## config.mk

```make
export PLATFORM = sky130hd
export DESIGN_NAME = fifo_ctrl
export DESIGN_NICKNAME = d
export VERILOG_FILES = /design/src/rtl/fifo_ctrl_pkg.sv /design/src/rtl/fifo_wrap_ptr.sv /design/src/rtl/fifo_ctrl.sv
export SDC_FILE = /design/constraint.sdc
export NUM_CORES = 1
export LEC_CHECK = 0
export CAP_MARGIN = 20
export CORE_MARGIN = 1.5
export CORE_UTILIZATION = 40
export CTS_CLUSTER_SIZE = 40
export DETAILED_ROUTE_END_ITERATION = 10
export PLACE_DENSITY = 0.73
export REMOVE_ABC_BUFFERS = 1
export SLEW_MARGIN = 40
export SYNTH_ARGS = -nofsm -noshare
export SYNTH_HDL_FRONTEND = slang
export SYNTH_HIERARCHICAL = 1
export SYNTH_SLANG_ARGS = --single-unit
export TNS_END_PERCENT = 5
```

## constraint.sdc

```tcl
create_clock -name clk -period 2.7 [get_ports clk]
set_input_delay 0.54 -clock clk [delete_from_list [all_inputs] [get_ports clk]]
set_output_delay 0.54 -clock clk [all_outputs]
set_load 0.02 [all_outputs]
```

## src/rtl/fifo_ctrl_pkg.sv

```systemverilog
// fifo_ctrl_pkg: shared sizing and pointer type for the register-file FIFO control stage.
package fifo_ctrl_pkg;
  localparam int FIFO_ADR_W = 3;
  localparam int FIFO_DEPTH = 2 ** FIFO_ADR_W;
  typedef logic [FIFO_ADR_W:0] fifo_ptr_t;
endpackage

```

## src/rtl/fifo_wrap_ptr.sv

```systemverilog
// fifo_wrap_ptr: enabled incrementing pointer whose top bit is the wrap flag toggled on carry-out.
module fifo_wrap_ptr
  import fifo_ctrl_pkg::*;
#(
  parameter int ADR_W = FIFO_ADR_W
) (
  input  logic             clk,
  input  logic             reset,
  input  logic             en_i,
  output logic [ADR_W-1:0] adr_o,
  output logic             wrap_o
);
  logic [ADR_W:0] ptr_q, ptr_d;
  // carry out of the address field lands in the wrap bit
  always_comb ptr_d = ptr_q + (ADR_W+1)'(en_i);
  always_ff @(posedge clk) ptr_q <= reset ? '0 : ptr_d;
  assign {wrap_o, adr_o} = ptr_q;
endmodule

```

## src/rtl/fifo_ctrl.sv

```systemverilog
// fifo_ctrl: FIFO pointer/accept/status control; sticky overflow/underflow built only with FIFO_CTRL_ERR_EN.
module fifo_ctrl
  import fifo_ctrl_pkg::*;
#(
  parameter int ADR_W = FIFO_ADR_W
) (
  input  logic                  clk,
  input  logic                  reset,
  input  logic                  wr_en,
  input  logic                  rd_en,
  output logic [2**ADR_W-1:0]   wr_load,
  output logic [ADR_W-1:0]      rd_adr,
  output logic                  full,
  output logic                  empty,
  output logic [ADR_W:0]        count,
  output logic                  overflow,
  output logic                  underflow
);
  logic [ADR_W-1:0] wr_adr;
  logic wr_wrap, rd_wrap, wr_acc, rd_acc, same_adr;
  fifo_wrap_ptr #(.ADR_W(ADR_W)) u_wr_ptr (
    .clk(clk), .reset(reset), .en_i(wr_acc), .adr_o(wr_adr), .wrap_o(wr_wrap)
  );
  fifo_wrap_ptr #(.ADR_W(ADR_W)) u_rd_ptr (
    .clk(clk), .reset(reset), .en_i(rd_acc), .adr_o(rd_adr), .wrap_o(rd_wrap)
  );
  assign same_adr = wr_adr == rd_adr;
  assign empty = same_adr & (wr_wrap == rd_wrap);
  assign full = same_adr & (wr_wrap != rd_wrap);
  assign count = {wr_wrap, wr_adr} - {rd_wrap, rd_adr};
  // no bypass: a pop on empty is refused even alongside an accepted push
  assign rd_acc = rd_en & ~empty;
  assign wr_acc = wr_en & (~full | rd_acc);
  assign wr_load = (wr_acc & ~reset) ? (2**ADR_W)'(1) << wr_adr : '0;
`ifdef FIFO_CTRL_ERR_EN
  logic ovf_q, udf_q;
  always_ff @(posedge clk) begin
    ovf_q <= reset ? 1'b0 : ovf_q | (wr_en & ~wr_acc);
    udf_q <= reset ? 1'b0 : udf_q | (rd_en & ~rd_acc);
  end
  assign overflow = ovf_q;
  assign underflow = udf_q;
`else
  assign overflow = 1'b0;
  assign underflow = 1'b0;
`endif
endmodule

```

Run 1, placed standard cells:
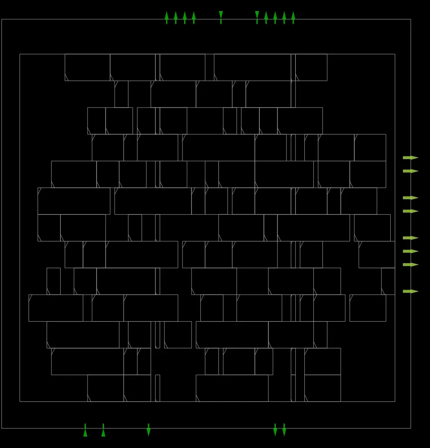
fraction of standard cell area that is sequential: 18.22%
count of standard-cell rows: 13
Well Taps: 15
total number of sequential cells: 8
post-layout utilization of the core: 65.62%

Run 1, routed metal, one color a layer:
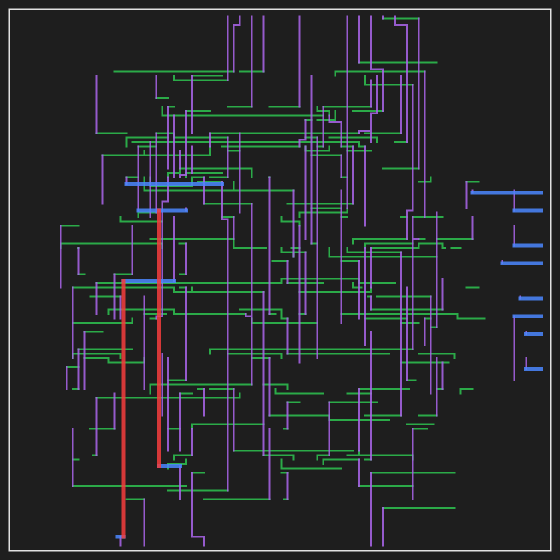
- met1: green (wire length 571 um)
- met4: red (wire length 39.4 um)
- met3: blue (wire length 35.2 um)
- met2: purple (wire length 584 um)
total number of vias: 529
total global-route track usage: 15.42%
drt total wl: 1229 um

Run 1, cells colored by class:
Bar = 10 um. Fill, decap, tap and diode cells in gray.
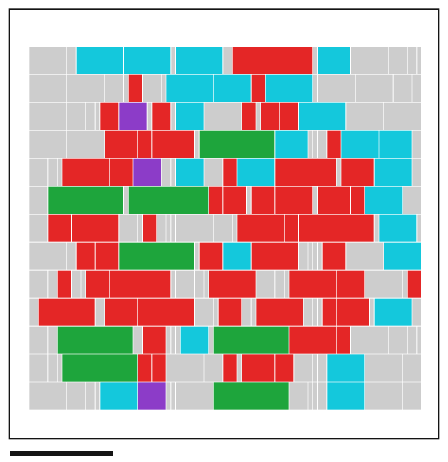
- all other logic: red (cells 56; share of their area 51%)
- cells driving clock nets: purple (cells 3; share of their area 2.6%)
- other buffers and delay cells: cyan (cells 24; share of their area 28%)
- flip-flops: green (cells 8; share of their area 19%)

==> deck_impl_summary.md, run 1 <==
Synthesis and Place & Route Summary

Critical path
  – Cell-by-cell listing of the critical path: ha_1 -> inv_1 -> fa_1 -> xor2_1 -> clkdlybuf4s50_1
  – Worst R2R Start: u_rd_ptr/ptr_q[2]$_SDFF_PP0_
  – Capture point of the critical path: count[2]
  – Capturing element type of the critical path: primary output
  – R2R Setup Slk: 680 ps
  – Worst r2r dst: u_wr_ptr/ptr_q[2]$_SDFF_PP0_
  – Critical setup path kind: reg -> out
  – Reg2Reg Depth: 9

Cells and area
  – Layout non-clock buf frac: 27.26%
  – Non-Filler Instances: 106
  – Count of clock buffers in the final design: 3
  – Comb area share: 47.74%
  – Synth-to-layout area growth: 48.43%
  – Fraction of final layout cells sized beyond drive strength 1: 16.48%
  – # fillers: 113
  – Clock buf/inv share: 2.542%
  – Non-clock buffers: 24
  – Dominant class by area: logic gates
  – Antenna diodes: 0

Floorplan
  – Starting density of the core: 44.21%
  – Die outline area: 1733 um^2
  – Horizontal die dimension: 41.63 um

Routing
  – DRC Markers: 0
  – Initial DRT Pass Iterations: 4
  – Antenna violation net count after detailed routing: 0
  – 1st-iter DRT viols: 6
  – Met1 Wirelength: 570 um
  – Metal3 WL: 35 um
  – Met2 Routed Length: 584 um
  – Ratio of routed vias to standard cells: 4.991
  – Wire length per cell after detailed routing: 11.59 um

Placement
  – Placed instance count: 103
  – Place WS: -52.17 ps
  – Total half-perimeter wirelength after legalization and detailed placement: 997.8 um
  – Routability congestion estimate: 0.7919

Synthesis
  – Aoi share: 5.870%
  – Most area-hungry cell type in the Yosys netlist: dfxtp_1
  – Synthesized flop and latch total: 8
  – Flip-flops with a built-in enable: 0
  – Max-area cell share: 26.83%
  – Yosys cell count: 65
  – Post-synthesis chip area from yosys: 596.8 um^2
  – Adder-cell share of the synthesized area: 18.03%
  – Number of instances in the synthesized netlist: 65
  – Proportion of synthesized chip area in sequential cells: 26.83%
  – Synth Area in XOR/XNOR: 8.595%

Outcome
  – Run status: completed

Global route
  – Vias in the first global route: 486
  – Final global-route overflow total: 0
  – Maximum number of pins on one net before global-route repair: 11
  – Met3 Usage GRT: 0%
  – Wire length of the first global-routing pass: 2049 um
  – Met1 routing resource usage after global routing: 19.25%

Clock tree
  – CTS HTree Levels: 1
  – Worst-path clk slew: 50 ps
  – CTS Buf Count: 3
  – Clock Sinks: 8
  – Post-CTS setup repair buffer count: 0
  – TritonCTS clock tree: built
  – Source-to-sink clock delay at the later pin of the worst-skew pair: 250 ps
  – CTS max path bufs: 2

Worst hold path
  – Cell count of the worst hold path: 2

Final timing
  – Number of endpoints failing setup at the final stage: 0
  – Endpoints failing hold: 0
  – Final critical delay including setup and external delays: 2487 ps
  – Worst Skew: 2.815 ps
  – Top achievable clock speed: 402.2 MHz
  – Hold Slack: 552.9 ps
  – Final Slew Violations: 0

Power
  – Clock network fraction of design power: 19.7%
  – Share of total power consumed by net switching: 37.03%
  – Net load switching power: 0.1681 mW
  – Clock Power: 0.0893 mW

Job
  – Max-cap violations: 0
==> run 1 -> run 2 <==
--- a/config.mk
+++ b/config.mk
@@ -8,7 +8,7 @@
 export CAP_MARGIN = 20
 export CORE_MARGIN = 1.5
 export CORE_UTILIZATION = 40
-export CTS_CLUSTER_SIZE = 40
+export CTS_CLUSTER_SIZE = 30
 export DETAILED_ROUTE_END_ITERATION = 10
 export PLACE_DENSITY = 0.73
 export REMOVE_ABC_BUFFERS = 1
Run 2, cells colored by class:
Bar = 10 um. Fill, decap, tap and diode cells in gray.
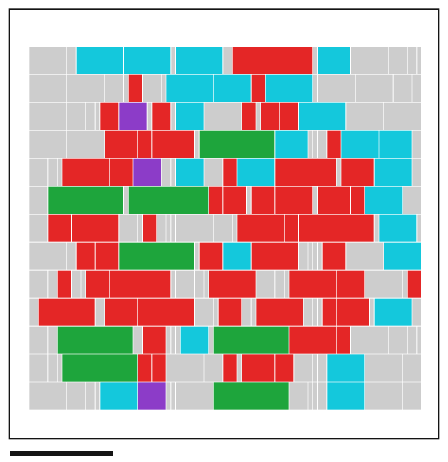
- all other logic: red (cells 56; share of their area 51%)
- other buffers and delay cells: cyan (cells 24; share of their area 28%)
- cells driving clock nets: purple (cells 3; share of their area 2.6%)
- flip-flops: green (cells 8; share of their area 19%)
Non-Filler Cell Area, Final: 885.9 um^2
core outline area: 1350 um^2

Run 2, the metal 1 layer:
Supply wires on this layer in gray.
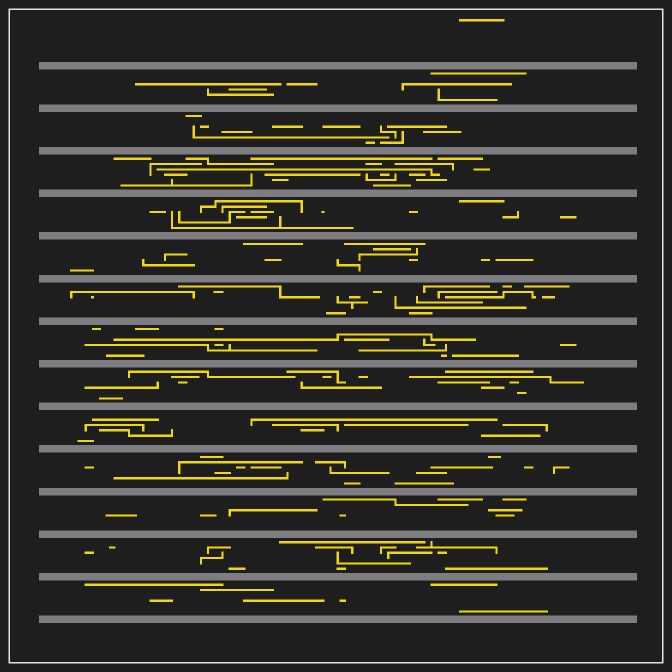
- longest straight run: 17.5 um
- main direction: horizontal
met1 routing resource usage after global routing: 19.25%

==> deck_impl_summary.md, run 2 <==
Synthesis and Place & Route Summary

Power
  – Logic pwr share: 50.6%
  – Group drawing the most power: combinational logic
  – Clock Power: 0.0893 mW (about the same)
  – Share of total power consumed by net switching: 37.03% (unchanged)
  – Clock network fraction of design power: 19.7% (about the same)
  – Net load switching power: 0.1681 mW (unchanged)

Routing
  – Metal3 WL: 35 um (unchanged)
  – Antenna violation net count after detailed routing: 0 (unchanged)
  – Met1 Wirelength: 570 um (unchanged)
  – Met2 Routed Length: 584 um (unchanged)
  – DRC Markers: 0 (unchanged)
  – Total number of vias: 529 (unchanged)
  – Ratio of routed vias to standard cells: 4.991 (unchanged)
  – Initial DRT Pass Iterations: 4 (unchanged)
  – 1st-iter DRT viols: 6 (unchanged)

Synthesis
  – Multiplexer share of the synthesized area: 5.031%
  – Synth Area in XOR/XNOR: 8.595% (unchanged)
  – Synthesized flop and latch total: 8 (unchanged)
  – Proportion of synthesized chip area in sequential cells: 26.83% (unchanged)
  – Yosys cell count: 65 (unchanged)
  – Number of instances in the synthesized netlist: 65 (unchanged)
  – Aoi share: 5.870% (unchanged)
  – Most area-hungry cell type in the Yosys netlist: dfxtp_1
  – Post-synthesis chip area from yosys: 596.8 um^2 (unchanged)
  – Area of the mapped netlist: 596.8 um^2
  – Adder-cell share of the synthesized area: 18.03% (unchanged)
  – Flip-flops with a built-in enable: 0 (unchanged)

Floorplan
  – Die outline area: 1733 um^2 (unchanged)
  – Count of standard-cell rows: 13 (unchanged)
  – Starting density of the core: 44.21% (unchanged)
  – Well Taps: 15 (unchanged)
  – Horizontal die dimension: 41.63 um (unchanged)

Final timing
  – Hold Slack: 552.9 ps (unchanged)
  – Final Slew Violations: 0 (unchanged)
  – Final critical delay including setup and external delays: 2487 ps (unchanged)
  – Worst Skew: 2.815 ps (unchanged)
  – Number of endpoints failing setup at the final stage: 0 (unchanged)
  – Endpoints failing hold: 0 (unchanged)

Cells and area
  – Comb area share: 47.74% (unchanged)
  – Final Net Count: 105
  – Fraction of final layout cells sized beyond drive strength 1: 16.48% (unchanged)
  – Total number of sequential cells: 8 (unchanged)
  – MI comb area: 422.9 um^2
  – Non-Filler Instances: 106 (unchanged)
  – Non-clock buffers: 24 (unchanged)
  – Dominant class by area: logic gates
  – Antenna diodes: 0 (unchanged)
  – Layout non-clock buf frac: 27.26% (unchanged)
  – Clock buf/inv share: 2.542% (unchanged)
  – Count of clock buffers in the final design: 3 (unchanged)
  – Fraction of standard cell area that is sequential: 18.22% (unchanged)
  – # fillers: 113 (unchanged)
  – Synth-to-layout area growth: 48.43% (unchanged)
  – Post-layout utilization of the core: 65.62% (unchanged)

Critical path
  – R2R Setup Slk: 680 ps (about the same)
  – Critical setup path kind: reg -> out
  – Capture point of the critical path: count[2]
  – Worst path depth: 5
  – Worst R2R Start: u_rd_ptr/ptr_q[2]$_SDFF_PP0_
  – Worst r2r dst: u_wr_ptr/ptr_q[2]$_SDFF_PP0_
  – Reg2Reg Depth: 9 (unchanged)
  – Capturing element type of the critical path: primary output

Placement
  – Place WS: -52.17 ps (unchanged)
  – Total half-perimeter wirelength after legalization and detailed placement: 997.8 um (unchanged)
  – Placed instance count: 103 (unchanged)
  – Routability congestion estimate: 0.7919 (unchanged)

Global route
  – Final global-route overflow total: 0 (unchanged)
  – Vias in the first global route: 486 (unchanged)
  – Met3 Usage GRT: 0% (unchanged)
  – Maximum number of pins on one net before global-route repair: 11 (unchanged)
  – Total global-route track usage: 15.42% (unchanged)

Clock tree
  – Post-CTS setup repair buffer count: 0 (unchanged)
  – TritonCTS clock tree: built
  – CTS Buf Count: 3 (unchanged)
  – Source-to-sink clock delay at the later pin of the worst-skew pair: 250 ps (about the same)
  – CTS max path bufs: 2 (unchanged)
  – Worst-path clk slew: 50 ps (about the same)
  – Clock Sinks: 8 (unchanged)
  – CTS HTree Levels: 1 (unchanged)

Job
  – Max-cap violations: 0 (unchanged)

Outcome
  – Run status: completed

Worst hold path
  – Cell count of the worst hold path: 2 (unchanged)
Run 2, routed metal, one color a layer:
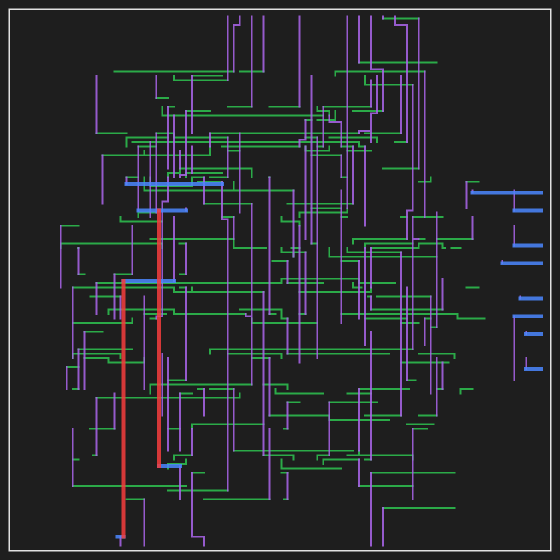
- met4: red (wire length 39.4 um)
- met1: green (wire length 571 um)
- met3: blue (wire length 35.2 um)
- met2: purple (wire length 584 um)
wire length per cell after detailed routing: 11.59 um

Power is estimated from default activity; no workload was simulated.
